Figure 1. Sequential cells grouped by signal name (run 1).
Other sequential cells in the stronger gray, the rest of the logic in the fainter gray.
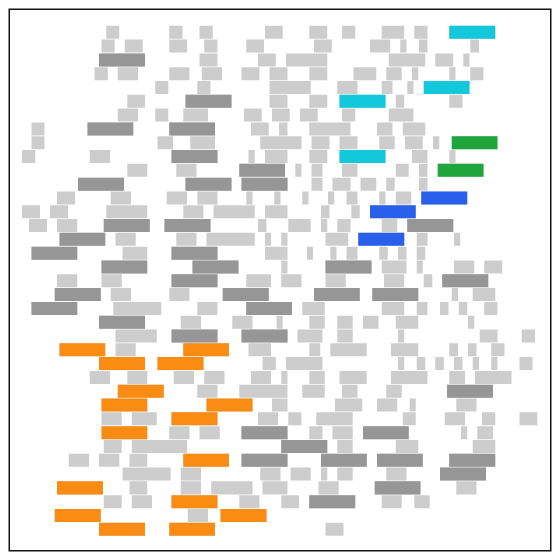
Figure 2. Cell classes on the final placement (run 1).
Fill, decap, tap and diode cells in gray.
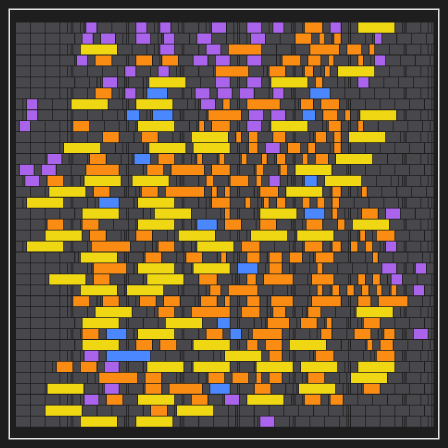
Figure 3. Wiring heat map (run 1).
Scale bar: 20 um. 21 x 21 tiles, from black (low) to pale yellow (high), scaled to the fullest tile. Values are wire area over tile area, all layers added.
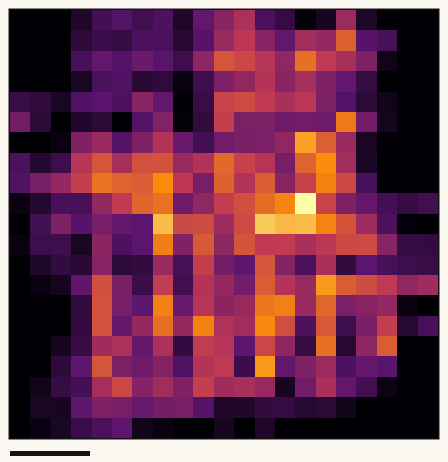
<file path="config.mk">
export PLATFORM = sky130hd
export DESIGN_NAME = bg_layer_engine
export DESIGN_NICKNAME = d
export VERILOG_FILES = /design/src/rtl/bg_pkg.sv /design/src/rtl/bg_pixel_mux.sv /design/src/rtl/bg_layer_engine.sv
export SDC_FILE = /design/constraint.sdc
export NUM_CORES = 1
export LEC_CHECK = 0
export CELL_PAD_IN_SITES_DETAIL_PLACEMENT = 2
export CELL_PAD_IN_SITES_GLOBAL_PLACEMENT = 2
export CORE_UTILIZATION = 32
export CTS_BUF_LIST = sky130_fd_sc_hd__clkbuf_8
export DETAILED_ROUTE_END_ITERATION = 8
export PLACE_DENSITY = 0.79
export SYNTH_ARGS = -nofsm -noshare
export SYNTH_HDL_FRONTEND = slang
export SYNTH_SLANG_ARGS = --single-unit
</file>
<file path="constraint.sdc">
create_clock -name clk -period 5.14 [get_ports clk]
set_clock_uncertainty 0.1 [all_clocks]
set_input_delay 1.028 -clock clk [delete_from_list [all_inputs] [get_ports clk]]
set_output_delay 1.028 -clock clk [all_outputs]
set_load 0.1 [all_outputs]
</file>
<file path="src/rtl/bg_pkg.sv">
`default_nettype none
// ============================================================================
// Module      : bg_pkg
// Description : Shared definitions for the background layer engine. Holds the
//               line sequencer state encoding, the default parameter values
//               and a counter-width helper.
// Config      : none (the optional BGCTL_LAYER_ENABLE_EN macro is consumed by
//               bg_layer_engine only)
// Revision    : 1.0 - initial release
// ============================================================================
package bg_pkg;

    localparam int c_DEF_NUM_LAYERS     = 4;
    localparam int c_DEF_TILES_PER_LINE = 4;
    localparam int c_DEF_ADDR_W         = 4;
    localparam int c_DEF_DATA_W         = 4;
    localparam int c_DEF_PAN_W          = 4;
    localparam int c_DEF_PIX_W          = 4;

    // Colour index is one bit from each of the two bit planes.
    localparam int c_IDX_W = 2;

    typedef enum logic [2:0] {
        IDLE = 3'd0,
        CHAR = 3'd1,
        TILE = 3'd2,
        CAPT = 3'd3,
        EMIT = 3'd4,
        DONE = 3'd5
    } bgState_t;

    // Width of a counter that must reach n-1; never narrower than one bit.
    function automatic int cntWidth(input int n);
        return (n > 1) ? $clog2(n) : 1;
    endfunction

endpackage : bg_pkg
`default_nettype wire

</file>
<file path="src/rtl/bg_pixel_mux.sv">
`default_nettype none
// ============================================================================
// Module      : bg_pixel_mux
// Description : Combinational priority compositor. Colour index 0 is
//               transparent; the lowest-numbered layer with a non-zero index
//               wins and its palette offset is added to that index (wrapping
//               at PIX_W bits). No opaque layer gives pixel 0.
// Ports       : layerIdx    in  NUM_LAYERS*2      packed colour indices
//               layerOffset in  NUM_LAYERS*PIX_W  packed palette offsets
//               pixelOut    out PIX_W             composited pixel
// Config      : none
// Revision    : 1.0 - initial release
// ============================================================================
module bg_pixel_mux
    import bg_pkg::*;
#(
    parameter int NUM_LAYERS = c_DEF_NUM_LAYERS,
    parameter int PIX_W      = c_DEF_PIX_W
) (
    input  logic [NUM_LAYERS*c_IDX_W-1:0] layerIdx,
    input  logic [NUM_LAYERS*PIX_W-1:0]   layerOffset,
    output logic [PIX_W-1:0]              pixelOut
);

    // Walk from the lowest priority layer up so the highest priority opaque
    // layer is the last one to overwrite the result.
    always_comb begin
        pixelOut = '0;
        for (int i = NUM_LAYERS - 1; i >= 0; i--) begin
            if (layerIdx[i*c_IDX_W +: c_IDX_W] != '0) begin
                pixelOut = layerOffset[i*PIX_W +: PIX_W]
                         + PIX_W'(layerIdx[i*c_IDX_W +: c_IDX_W]);
            end
        end
    end

endmodule : bg_pixel_mux
`default_nettype wire

</file>
<file path="src/rtl/bg_layer_engine.sv">
`default_nettype none
// ============================================================================
// Module      : bg_layer_engine
// Description : Tile-based background line engine. For every tile column it
//               fetches, per layer, the character code, then the two bit
//               planes and palette offset addressed by that code, and then
//               emits DATA_W composited pixels MSB first. A line ends with a
//               one-cycle lineDone pulse.
// Ports       : clk             in  1                  clock
//               resetN          in  1                  async active-low reset
//               lineStarting    in  1                  start / restart line
//               layerPan        in  NUM_LAYERS*PAN_W   per-layer coarse pan
//               layerEnable     in  NUM_LAYERS         per-layer enable
//                                                      (BGCTL_LAYER_ENABLE_EN)
//               charAddrOut     out ADDR_W             character memory addr
//               palAddrOut      out ADDR_W             palette memory addr
//               tileLowAddrOut  out ADDR_W             low plane memory addr
//               tileHighAddrOut out ADDR_W             high plane memory addr
//               charDataIn      in  DATA_W             character read data
//               palDataIn       in  DATA_W             palette read data
//               tileLowDataIn   in  DATA_W             low plane read data
//               tileHighDataIn  in  DATA_W             high plane read data
//               pixelOut        out PIX_W              composited pixel
//               pixelValid      out 1                  pixelOut valid
//               lineDone        out 1                  end-of-line pulse
// Config      : BGCTL_LAYER_ENABLE_EN - adds layerEnable; a disabled layer
//               keeps its fetch slots but is forced transparent.
// Revision    : 1.0 - initial release
// ============================================================================
module bg_layer_engine
    import bg_pkg::*;
#(
    parameter int NUM_LAYERS     = c_DEF_NUM_LAYERS,
    parameter int TILES_PER_LINE = c_DEF_TILES_PER_LINE,
    parameter int ADDR_W         = c_DEF_ADDR_W,
    parameter int DATA_W         = c_DEF_DATA_W,
    parameter int PAN_W          = c_DEF_PAN_W,
    parameter int PIX_W          = c_DEF_PIX_W
) (
    input  logic                        clk,
    input  logic                        resetN,
    input  logic                        lineStarting,
    input  logic [NUM_LAYERS*PAN_W-1:0] layerPan,
`ifdef BGCTL_LAYER_ENABLE_EN
    input  logic [NUM_LAYERS-1:0]       layerEnable,
`endif
    output logic [ADDR_W-1:0]           charAddrOut,
    output logic [ADDR_W-1:0]           palAddrOut,
    output logic [ADDR_W-1:0]           tileLowAddrOut,
    output logic [ADDR_W-1:0]           tileHighAddrOut,
    input  logic [DATA_W-1:0]           charDataIn,
    input  logic [DATA_W-1:0]           palDataIn,
    input  logic [DATA_W-1:0]           tileLowDataIn,
    input  logic [DATA_W-1:0]           tileHighDataIn,
    output logic [PIX_W-1:0]            pixelOut,
    output logic                        pixelValid,
    output logic                        lineDone
);

    localparam int c_T_W = cntWidth(TILES_PER_LINE);
    localparam int c_L_W = cntWidth(NUM_LAYERS);
    localparam int c_P_W = cntWidth(DATA_W);

    localparam logic [c_T_W-1:0] c_LAST_TILE  = c_T_W'(TILES_PER_LINE - 1);
    localparam logic [c_L_W-1:0] c_LAST_LAYER = c_L_W'(NUM_LAYERS - 1);
    localparam logic [c_P_W-1:0] c_LAST_PIX   = c_P_W'(DATA_W - 1);

    bgState_t           r_state;
    logic [c_T_W-1:0]   r_tile;
    logic [c_L_W-1:0]   r_layer;
    logic [c_P_W-1:0]   r_pix;

    // Address hold registers: the outputs show the live address in the state
    // that issues it and the last issued value at all other times.
    logic [ADDR_W-1:0]  r_charAddrHold;
    logic [ADDR_W-1:0]  r_tileAddrHold;

    logic [DATA_W-1:0]  r_low  [NUM_LAYERS];
    logic [DATA_W-1:0]  r_high [NUM_LAYERS];
    logic [PIX_W-1:0]   r_pal  [NUM_LAYERS];

    logic [PAN_W-1:0]                w_pan;
    logic [ADDR_W-1:0]               w_charAddr;
    logic [ADDR_W-1:0]               w_tileAddr;
    logic [c_P_W-1:0]                w_bitSel;
    logic [NUM_LAYERS-1:0]           w_layerEn;
    logic [NUM_LAYERS*c_IDX_W-1:0]   w_idx;
    logic [NUM_LAYERS*PIX_W-1:0]     w_offs;
    logic [PIX_W-1:0]                w_muxPixel;

`ifdef BGCTL_LAYER_ENABLE_EN
    assign w_layerEn = layerEnable;
`else
    assign w_layerEn = '1;
`endif

    assign w_pan      = layerPan[r_layer*PAN_W +: PAN_W];
    assign w_charAddr = ADDR_W'(r_tile) + ADDR_W'(w_pan);
    assign w_tileAddr = ADDR_W'(charDataIn);

    // Pixels leave MSB first.
    assign w_bitSel = c_LAST_PIX - r_pix;

    // The tile and palette addresses must be presented in the same cycle the
    // character code arrives, so they pass straight through during TILE;
    // the memories then return plane/palette data in CAPT.
    assign charAddrOut     = (r_state == CHAR) ? w_charAddr : r_charAddrHold;
    assign tileLowAddrOut  = (r_state == TILE) ? w_tileAddr : r_tileAddrHold;
    assign tileHighAddrOut = tileLowAddrOut;
    assign palAddrOut      = tileLowAddrOut;

    generate
        for (genvar gi = 0; gi < NUM_LAYERS; gi++) begin : g_layer
            assign w_idx[gi*c_IDX_W +: c_IDX_W] = w_layerEn[gi]
                ? {r_high[gi][w_bitSel], r_low[gi][w_bitSel]}
                : '0;
            assign w_offs[gi*PIX_W +: PIX_W] = r_pal[gi];
        end
    endgenerate

    bg_pixel_mux #(
        .NUM_LAYERS (NUM_LAYERS),
        .PIX_W      (PIX_W)
    ) u_pixelMux (
        .layerIdx    (w_idx),
        .layerOffset (w_offs),
        .pixelOut    (w_muxPixel)
    );

    // Pixel/line outputs decode only registered state, so reset clears them
    // without waiting for a clock edge.
    assign pixelValid = (r_state == EMIT);
    assign pixelOut   = (r_state == EMIT) ? w_muxPixel : '0;
    assign lineDone   = (r_state == DONE);

    always_ff @(posedge clk or negedge resetN) begin
        if (!resetN) begin
            r_state        <= IDLE;
            r_tile         <= '0;
            r_layer        <= '0;
            r_pix          <= '0;
            r_charAddrHold <= '0;
            r_tileAddrHold <= '0;
            for (int i = 0; i < NUM_LAYERS; i++) begin
                r_low[i]  <= '0;
                r_high[i] <= '0;
                r_pal[i]  <= '0;
            end
        end else begin
            case (r_state)
                IDLE: begin
                    r_state <= IDLE;
                end
                CHAR: begin
                    r_charAddrHold <= w_charAddr;
                    r_state        <= TILE;
                end
                TILE: begin
                    r_tileAddrHold <= w_tileAddr;
                    r_state        <= CAPT;
                end
                CAPT: begin
                    r_low[r_layer]  <= tileLowDataIn;
                    r_high[r_layer] <= tileHighDataIn;
                    r_pal[r_layer]  <= PIX_W'(palDataIn);
                    if (r_layer != c_LAST_LAYER) begin
                        r_layer <= r_layer + 1'b1;
                        r_state <= CHAR;
                    end else begin
                        r_layer <= '0;
                        r_pix   <= '0;
                        r_state <= EMIT;
                    end
                end
                EMIT: begin
                    if (r_pix == c_LAST_PIX) begin
                        r_pix <= '0;
                        if (r_tile != c_LAST_TILE) begin
                            r_tile  <= r_tile + 1'b1;
                            r_state <= CHAR;
                        end else begin
                            r_state <= DONE;
                        end
                    end else begin
                        r_pix <= r_pix + 1'b1;
                    end
                end
                DONE: begin
                    r_state <= IDLE;
                end
                default: begin
                    r_state <= IDLE;
                end
            endcase

            // A start request overrides whatever the sequencer was doing and
            // silently abandons any line in flight.
            if (lineStarting) begin
                r_state <= CHAR;
                r_tile  <= '0;
                r_layer <= '0;
                r_pix   <= '0;
            end
        end
    end

endmodule : bg_layer_engine
`default_nettype wire
</file>
==> qor.yml, run 1 <==
maxPowerGroup: "combinational cells"
p_leak_nw: 1.82
arrival_ps: 3280
ys_seq_frac: 0.466
cts_hold_buf: 0
clk_latency_ps: 360
final_common_cell: "dfrtp_1"
async_reset_ff_frac: 1.00
final_cell_mix: "65 x dfrtp_1, 54 x mux2_2, 35 x clkdlybuf4s50_1, 22 x buf_4, 16 x ha_1"
cts_made_buffers: 9
rsz0062_at_grt: "false"
drt_iter0_markers: 43
p_int_mw: 1.28
setup_violations: 0
yosys_area_um2: 3490
die-area_um2: 11300
ys_dominant_reg_cell: "dfrtp_1"
finalCritPeriodShare: 0.857
hpwlAfterDp_mm: 6.28
critPathLaunchType: "register"
fin_crit_ps: 4410
ant_nets: 0
clkSinkCount: 65
status: "complete, no violations"
power_frac_comb: 0.468
largest_area_cell: "dfrtp_1"
comb_power_mw: 1.09
p_sw_frac: 0.449
viasPerCell: 4.96
die_h_um: 106
h-tree-depth: 3
syn2layout_area_growth_pct: 22.5
slew_viol_final: 0
hold_viol_final: 0
fin_nets: 367
rr_startpoint: "r_layer[0]$_DFFE_PN0P_"
clk_path_buf_depth: 2
clockPowerShare: 0.200
synth_cell_types: 35
crit_type: "reg2out"
synthesis.area_um2: 3490
cts_tree: "built"
post_cts_buffers: 0
drive_above_1_share: 0.348
top_cells_by_count: "65 x dfrtp_1, 54 x mux2_2, 16 x ha_1"
worstSetupEndpointType: "primary output"
most_common_cell: "dfrtp_1"
synth_cells: 260
gp_congestion: 0.744
setup_ws_ps: 733
grt-ovfl-total: 0
ir_drop_uv: 354
io_pins: 57
synth_area_per_cell_um2: 13.4
p_seq_frac: 0.332
drcViolationCount: 0
slew_headroom: 0.338
grt_pass1_vias: 2505
antenna_found_initial: 0
fp-utilization: 0.333
clk_pin_slew_ps: 80
cp_max_fo: 6
r2r_cells: 6
rrSetupSlack_ps: 2940
p_sw_mw: 1.04
pg_clk_mw: 0.465
finalSetupTns_ps: 0
yosysCellCount: 260
first_pass_iters: 4
cp.required_ps: 4010
num_antenna_cells: 0
grt_max_degree: 65
ys_seq_elements: 65
top_cells_by_area: "dfrtp_1 47%, mux2_2 17%, ha_1 5.7%"
vias: 2241
fill_cells: 1085
hold_path.class: "in2async"
place_ws_ps: 883
top_area_frac: 0.466
grt_first_pass_wirelength_mm: 13.4
crit_path_end: "pixelOut[2]"
port_buffers: 56
fp_nets: 316
yosys_warnings: 0
power_density_nw_per_um2: 544
drv_cap: 0
cts_root_buffer: "clkbuf_8"
crit_start: "r_pix[0]$_DFFE_PN0P_"
r2r-end: "r_charAddrHold[3]$_DFF_PN0_"
tightest_slew_ps: 990
edf_count: 0
openroad.warnings: 29
max_freq_mhz: 227
ctsResizeCount: 0
die_w_um: 106
About Figure 1:
- cyan: `r_charAddrHold` (sequential cells 4; where upper right)
- green: `r_tile` (sequential cells 2)
- blue: `r_state` (sequential cells 3)
- orange: `r_high` (sequential cells 16)
register area: 1630 um2
Seq. pwr: 0.771 mW
final core occ: 0.408

About Figure 2:
- blue: clock drivers and dummy loads (cells 16; share of their area 5.1%)
- orange: remaining logic cells (cells 177; share of their area 43%)
- purple: remaining buffers and delay cells (cells 58; share of their area 13%)
- yellow: sequential cells (cells 65; share of their area 40%)
Seq area share: 0.381
fin area: 4270 um2
Core ar.: 10500 um2
row count: 37

About Figure 3:
- mean over tiles: 0.11
- fullest tile: 0.40
- nearly empty tiles: 19%
- densest ninth of the die: center
- tiles over half the peak: 19%
- emptiest ninth of the die: upper left
Global Route Usage Sum: 0.162
drt total wl: 8.32 mm
Avg WL per Cell: 18.4 um

==> run 1: state kept, by name, summed over array words and instances (netlist names) <==
name and cells:
r_high 16, r_layer 2, r_tileAddrHold 4, r_state 3, r_low 16, r_tile 2
r_charAddrHold 4, r_pix 2, r_pal 16
==> run 1: layout make-up <==
class                      count  area (um2)  area share
clock buffer                   9         124      0.0290
clock inverter                 7        83.8      0.0196
inverter                       8        30.0     0.00703
multi-input combinational    169        1720       0.402
sequential                    65        1630       0.381
tap                          136         170      0.0398
timing repair buffer          58         520       0.122
==> run 1: per-stage QoR <==
step | hold WS [ps] | area (um2) | power, mW | cells
2_1_floorplan | 361 | 3490 | 1.66 | 260
3_3_place_gp | 379 | 4070 | 1.84 | 436
3_5_place_dp | 385 | 4070 | 1.88 | 436
4_1_cts | 318 | 4270 | 2.36 | 452
5_1_grt | 322 | 4270 | 2.46 | 452
6_report | 341 | 4270 | 2.33 | 452
==> run 1: critical path, stage by stage, from the launching register on <==
cell and delay [ps]:
dfrtp_1 580, buf_4 260, mux4_2 540, ha_1 240, fa_1 400, xor2_1 210
a221oi_2 110, a311oi_2 230, buf_4 340
==> run 1: cell families (layout without fill, tap and decap cells) <==
group,count (synthesis),after routing,share of synthesized area
xor gates and xnor gates,12,12,0.0301
DFF,65,65,0.466
and+or+nand+nor,42,42,0.0632
buffers and inverters,26,82,0.0409
muxes,68,68,0.262
AOI/OAI and AO/OA,26,26,0.0513
adders and majority gates,21,21,0.0861
==> run 1: layer usage <==
| metal | GRT usage | share of wire | routed length, um |
|---|---|---|---|
| met5 | 0 | 0 | 0 |
| met3 | 0.0374 | 0.025 | 210 |
| met1 | 0.197 | 0.44 | 3630 |
| met4 | 0.0655 | 0.017 | 142 |
| met2 | 0.276 | 0.52 | 4330 |
## Run 2: what changed since run 1
--- a/config.mk
+++ b/config.mk
@@ -10,7 +10,8 @@
 export CORE_UTILIZATION = 32
 export CTS_BUF_LIST = sky130_fd_sc_hd__clkbuf_8
 export DETAILED_ROUTE_END_ITERATION = 8
-export PLACE_DENSITY = 0.79
+export DONT_BUFFER_PORTS = 1
+export PLACE_DENSITY = 0.67
 export SYNTH_ARGS = -nofsm -noshare
 export SYNTH_HDL_FRONTEND = slang
 export SYNTH_SLANG_ARGS = --single-unit
Figure 4. Cell classes on the final placement (run 2).
Fill, decap, tap and diode cells in gray.
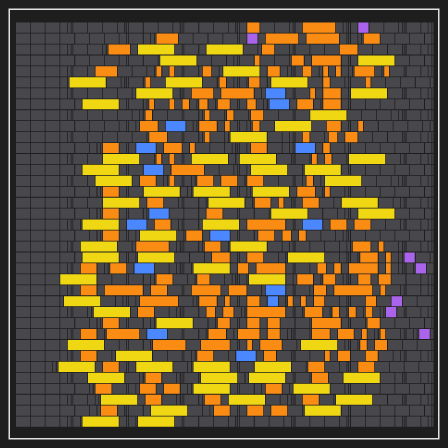
- blue: clock drivers and dummy loads (cells 15; share of their area 5.5%)
- purple: remaining buffers and delay cells (cells 7; share of their area 1.4%)
- orange: remaining logic cells (cells 177; share of their area 49%)
- yellow: sequential cells (cells 65; share of their area 44%)
Seq area share: 0.423
fin area: 3840 um2
final core occ: 0.367

==> qor.yml, run 2 <==
hold_viol_final: 0
crit_type: "reg2out"
top_cells_by_count: "65 x dfrtp_1, 54 x mux2_2, 16 x ha_1"
synth_area_per_cell_um2: 13.4
fill_cells: 1091
die-area_um2: 11300
fp-utilization: 0.333
hold_path.class: "in2async"
yosysCellCount: 260
arrival_ps: 3310
grtUsageTotal: 0.154
row_count: 37
cp.required_ps: 4010
final_common_cell: "dfrtp_1"
finalCritPeriodShare: 0.863
grt_pass1_vias: 2374
maxUsedRoutingLayer: "met4"
yosys_warnings: 0
regArea_um2: 1630
setup_ws_ps: 704
fin_crit_ps: 4440
rrSetupSlack_ps: 2610
first_pass_iters: 4
drv_cap: 0
cp_max_fo: 11
clk_pin_slew_ps: 70
grt_first_pass_wirelength_mm: 13.0
port_buffers: 0
post_cts_buffers: 0
finalSetupTns_ps: 0
holdWs_ps: 271
power_density_nw_per_um2: 574
routedWlPerCell_um: 19.6
p_seq_frac: 0.355
rsz0062_at_grt: "false"
wl_mm: 7.83
critPathLaunchType: "register"
place_ws_ps: 1010
power_frac_comb: 0.449
tightest_slew_ps: 974
p_total_mw: 2.20
wl_met3_um: 299
ys_dominant_reg_cell: "dfrtp_1"
grt-ovfl-total: 0
ir_drop_uv: 291
hpwlAfterDp_mm: 5.94
cts_hold_buf: 0
p_int_mw: 1.22
top_cells_by_area: "dfrtp_1 47%, mux2_2 17%, ha_1 5.7%"
ctsResizeCount: 0
dp.cells: 385
yosys_area_um2: 3490
ant_nets: 0
clockPowerShare: 0.196
worstSetupEndpointType: "primary output"
drcViolationCount: 0
p_sw_mw: 0.989
h-tree-depth: 3
antenna_found_initial: 0
fp_nets: 316
max_freq_mhz: 225
slew_headroom: 0.353
ys_seq_elements: 65
status: "complete, no violations"
openroad.warnings: 29
die_h_um: 106
async_reset_ff_frac: 1.00
final_cell_count_no_fill: 400
synth_cell_types: 35
synth_cells: 260
drt_iter0_markers: 31
syn2layout_area_growth_pct: 10.2
logic_area_um2: 1760
clk_latency_ps: 340
synthesis.area_um2: 3490
cts_made_buffers: 9
ys_seq_frac: 0.466
placed_area_um2: 3640
clkSinkCount: 65
fp.coreArea_um2: 10500
grt_max_degree: 66
wl_met1_mm: 3.43
edf_count: 0
p_sw_frac: 0.449
num_antenna_cells: 0
most_common_cell: "dfrtp_1"
met2_length_mm: 3.95
io_pins: 57
p_leak_nw: 1.62
clk_path_buf_depth: 2
setup_violations: 0
die_w_um: 106
top_area_frac: 0.466
final_cell_mix: "65 x dfrtp_1, 50 x mux2_2, 16 x ha_1, 14 x nand2_1, 14 x clkbuf_8"
largest_area_cell: "dfrtp_1"
top_regs: "r_high: 16 flops, r_low: 16 flops, r_pal: 16 flops"
vias: 2053
slew_viol_final: 0
viasPerCell: 5.13
cts_root_buffer: "clkbuf_8"
gp_congestion: 0.721
drive_above_1_share: 0.371
fin_nets: 316
cts_tree: "built"
Figure 5. Close-up of the layout (run 2).
Scale bar: 20 um. Region (2, 2) to (52, 52) um. Cells in gray, sequential cells in the stronger gray; small squares are vias.
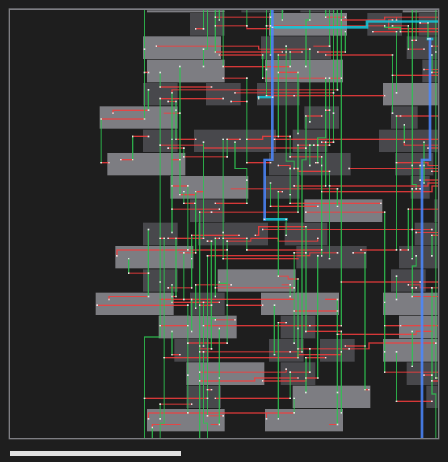
- green: M2
- blue: M4
- red: M1
- cyan: M3
- sequential cells in the window: 21
- cells with their middle in the window: 55
- most frequent: mux2_2 (21), dfrtp_1 (21), mux4_2 (3)
- netlist names of flops here include: `r_high` (16), `r_pal` (4)

==> run 2: power by group through the flow <==
stage | clock (mW) | combinational, mW | sequential [mW]
after global placement | 0 | 0.968 | 0.791
after global routing | 0.469 | 1.05 | 0.803
after detailed placement | 0 | 0.998 | 0.794
after floorplan | 0 | 0.915 | 0.746
after CTS | 0.448 | 1.00 | 0.784
final | 0.432 | 0.991 | 0.782
==> run 2: cell type report <==
class,count,area share
multi-input combinational,169,0.459
inverter,8,0.00782
clock inverter,1,0.00195
sequential,65,0.423
tap,136,0.0443
clock buffer,14,0.0501
timing repair buffer,7,0.0137
==> run 2: final timing paths <==
kind	startpoint	end	cells after the start
setup / recovery	r_pix[0]$_DFFE_PN0P_	pixelOut[2]	7
max in group asynchronous	resetN	r_pal[0]$_DFFE_PN0P_	0
min in group clk	r_high[10]$_DFFE_PN0P_	r_high[10]$_DFFE_PN0P_	1
setup reg to reg	r_layer[0]$_DFFE_PN0P_	r_charAddrHold[2]$_DFF_PN0_	6
hold / removal	resetN	r_high[6]$_DFFE_PN0P_	0
hold reg to reg	r_high[10]$_DFFE_PN0P_	r_high[10]$_DFFE_PN0P_	1
==> run 2: worst max-delay path: stages, from the launching register on <==
cell	delay [ps]
dfrtp_1	720
mux4_1	710
ha_1	250
fa_1	380
xor2_1	140
o21ai_0	140
a311oi_4	280
buf_4	330
==> run 2: cells by family after synthesis <==
logic type | after synthesis | synth area share
compound gates | 26 | 0.0513
xor+xnor | 12 | 0.0301
fa+ha+maj | 21 | 0.0861
buf+inv | 26 | 0.0409
flops | 65 | 0.466
mux | 68 | 0.262
simple gates | 42 | 0.0632
==> run 2: layer usage <==
layer | track usage | vias to the layer above
met2 | 0.245 | 25
met5 | 0 | -
li1 | - | 919
met3 | 0.0399 | 12
met4 | 0.0724 | 0
met1 | 0.195 | 1097
## Run 3: what changed since run 2
--- a/config.mk
+++ b/config.mk
@@ -11,6 +11,7 @@
 export CTS_BUF_LIST = sky130_fd_sc_hd__clkbuf_8
 export DETAILED_ROUTE_END_ITERATION = 8
 export DONT_BUFFER_PORTS = 1
+export GPL_TIMING_DRIVEN = 0
 export PLACE_DENSITY = 0.67
 export SYNTH_ARGS = -nofsm -noshare
 export SYNTH_HDL_FRONTEND = slang
==> constraint.sdc (replaced) <==
create_clock -name clk -period 5.37 [get_ports clk]
set_clock_uncertainty 0.1 [all_clocks]
set_input_delay 1.074 -clock clk [delete_from_list [all_inputs] [get_ports clk]]
set_output_delay 1.074 -clock clk [all_outputs]
set_load 0.1 [all_outputs]
Figure 6. Close-up of the layout (run 3).
Scale bar: 20 um. Region (2, 2) to (52, 52) um. Cells in gray, sequential cells in the stronger gray; small squares are vias.
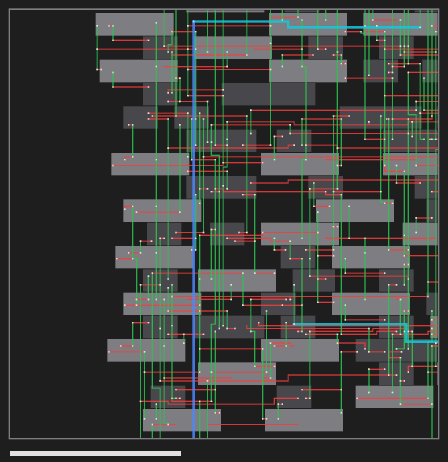
- red: M1
- green: M2
- blue: M4
- cyan: M3
- netlist names of flops here include: `r_high` (16), `r_low` (6)
- cells with their middle in the window: 53
- most frequent: dfrtp_1 (23), mux2_2 (22)
- sequential cells in the window: 23

==> qor.yml, run 3 <==
status: "complete, no violations"
regArea_um2: 1630
hpwlAfterDp_mm: 5.96
rsz0062_at_grt: "false"
yosys_warnings: 0
die-area_um2: 11300
slew_viol_final: 0
logic_area_um2: 1750
setup_violations: 0
wl_met1_mm: 3.57
slew_headroom: 0.229
critPathLaunchType: "register"
row_count: 37
grt-busiest-layer: "met2"
ant_nets: 0
cts_hold_buf: 0
most_common_cell: "dfrtp_1"
async_reset_ff_frac: 1.00
clk_pin_slew_ps: 80
arrival_ps: 3720
path_cells: "clkbuf_1 > mux4_1 > ha_1 > fa_1 > xor2_1 > o21ai_0 > a311oi_4"
yosysCellCount: 260
synth_area_per_cell_um2: 13.4
grt_max_degree: 66
port_buffers: 0
drv_cap: 0
power_density_nw_per_um2: 562
io_pins: 57
fin_util: 0.380
openroad.warnings: 29
cp_max_fo: 9
antenna_found_initial: 0
num_antenna_cells: 0
synth_cell_types: 35
yosys_area_um2: 3490
fp_nets: 316
die_w_um: 106
ir_drop_uv: 434
finalSetupTns_ps: 0
cts_root_buffer: "clkbuf_8"
fp-utilization: 0.333
first_pass_iters: 4
finalCritPeriodShare: 0.911
die_h_um: 106
dp.cells: 400
grt_first_pass_wirelength_mm: 13.1
fin_crit_ps: 4890
grt_pass1_vias: 2421
fp.coreArea_um2: 10500
crit_type: "reg2out"
ys_dominant_reg_cell: "dfrtp_1"
maxUsedRoutingLayer: "met4"
tightest_slew_ps: 1160
r2r_cells: 8
top_regs: "r_high: 16 flops, r_low: 16 flops, r_pal: 16 flops"
hold_path.class: "in2async"
drive_above_1_share: 0.389
gp_congestion: 0.723
cp.required_ps: 4200
final_cell_count_no_fill: 416
hold_viol_final: 0
drcViolationCount: 0
clk_path_buf_depth: 2
wl_met3_um: 257
cts_made_buffers: 9
max_stage_delay_ps: 1060
fin_nets: 331
gr-usage-met3: 0.0392
ctsResizeCount: 0
ys_seq_frac: 0.466
post_cts_buffers: 0
largest_area_cell: "dfrtp_1"
met2_length_mm: 4.24
ys_seq_elements: 65
worstSetupEndpointType: "primary output"
viasPerCell: 5.12
clk_latency_ps: 360
top_cells_by_area: "dfrtp_1 47%, mux2_2 17%, ha_1 5.7%"
h-tree-depth: 3
clkSinkCount: 65
rr_startpoint: "r_layer[0]$_DFFE_PN0P_"
syn2layout_area_growth_pct: 14.1
cts_tree: "built"
grt-ovfl-total: 0
met2_usage: 0.266
fill_cells: 1085
max_freq_mhz: 204
crit_start: "r_pix[1]$_DFFE_PN0P_"
final_common_cell: "dfrtp_1"
synthesis.area_um2: 3490
drt_iter0_markers: 66
top_cells_by_count: "65 x dfrtp_1, 54 x mux2_2, 16 x ha_1"
synth_cells: 260
top_area_frac: 0.466
final_cell_mix: "65 x dfrtp_1, 54 x mux2_2, 16 x ha_1, 14 x nand2_1, 11 x nor2_1"
edf_count: 0
grtUsageMet1: 0.198
critPathSlowestCell: "a311oi_4"
p_leak_nw: 1.68
Figure 7. Wiring heat map (run 3).
Scale bar: 20 um. 21 x 21 tiles, from black (low) to pale yellow (high), scaled to the fullest tile. Values are wire area over tile area, all layers added.
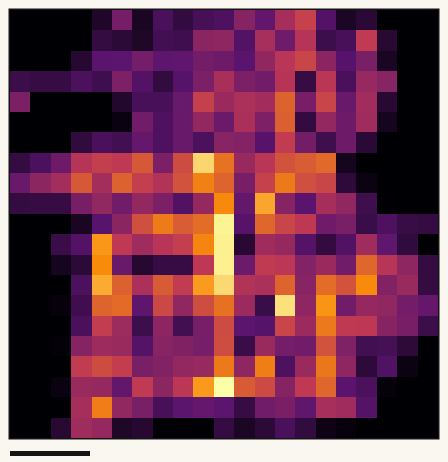
- densest ninth of the die: center
- fullest tile: 0.39
- mean over tiles: 0.11
- tiles over half the peak: 19%
Avg WL per Cell: 19.8 um
drt total wl: 8.22 mm
Global Route Usage Sum: 0.160
total number of vias: 2129

run 3: kinds of logic (layout without fill, tap and decap cells):
family,count (synthesis),after routing,share of synthesized area
AND-OR/OR-AND,26,26,0.0513
XOR/XNOR,12,12,0.0301
adder cells (fa/ha/maj),21,21,0.0861
buffers and inverters,26,46,0.0409
flip-flops,65,65,0.466
multiplexers,68,68,0.262
AND/OR/NAND/NOR,42,42,0.0632
run 3: worst paths after layout:
kind	end	slack [ps]
worst max-delay path	pixelOut[2]	480
worst min-delay path	r_high[4]$_DFFE_PN0P_	300
worst max register to register	r_charAddrHold[1]$_DFF_PN0_	2820
worst min register to register	r_low[0]$_DFFE_PN0P_	400
max in group asynchronous	r_tile[1]$_DFFE_PN0P_	4740
min in group clk	r_low[0]$_DFFE_PN0P_	400
run 3: area by class of cell:
cell class,instances,share of cell area
clock inverter,7,0.0261
multi-input combinational,169,0.439
sequential,65,0.409
tap,136,0.0428
buffer,18,0.0283
inverter,8,0.00755
timing repair buffer,4,0.0157
clock buffer,9,0.0311
run 3: metrics by stage:
step / power [mW] / worst slack [ps] / cell area [um2] / hold WS [ps]
floorplan: 1.59 / 429 / 3490 / 361
global placement: 1.69 / 337 / 3660 / 380
detailed placement: 1.78 / 852 / 3750 / 390
CTS: 2.28 / 433 / 3980 / 272
global route: 2.37 / 341 / 3980 / 273
finish: 2.24 / 479 / 3980 / 302
run 3: critical path: cells and delay by family (launching register included):
family                   cells  cell delay (ps)
XOR/XNOR                     1              150
buffers and inverters        1              510
adder cells (fa/ha/maj)      2              660
AND-OR/OR-AND                2             1200
flip-flops                   1              360
multiplexers                 1              490
run 3: report_power, final:
group | total, mW | internal, mW | switching, mW
Clock | 0.482 | 0.266 | 0.216
Combinational | 1.02 | 0.340 | 0.681
Sequential | 0.734 | 0.647 | 0.0874

==> screenshots <==
Placement view.
picture 1
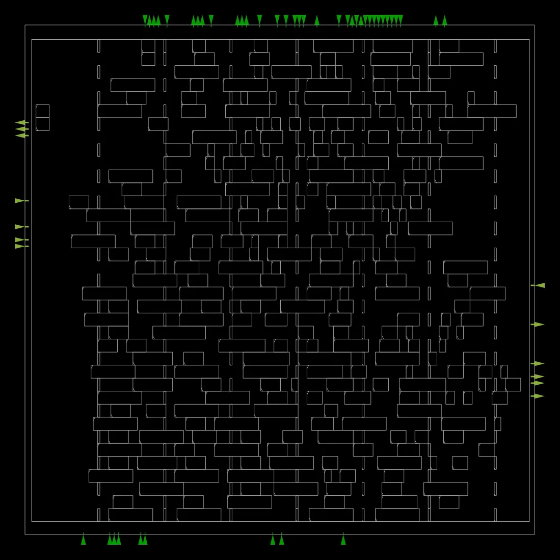
picture 2
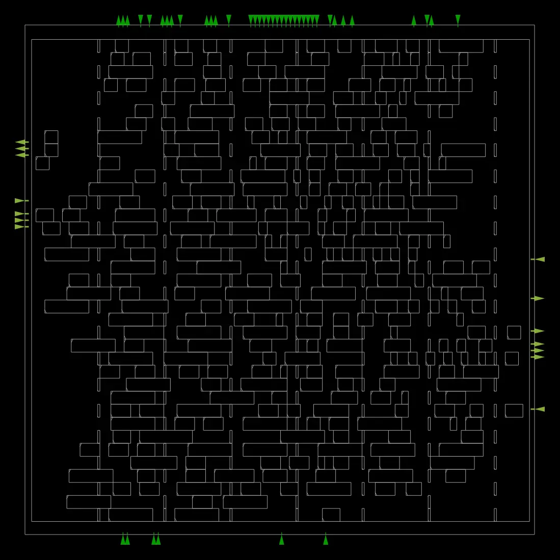
Picture 1 is run 3.
Picture 2 is run 1.

Power figures rest on the tool's default switching activity, not on a simulated workload.
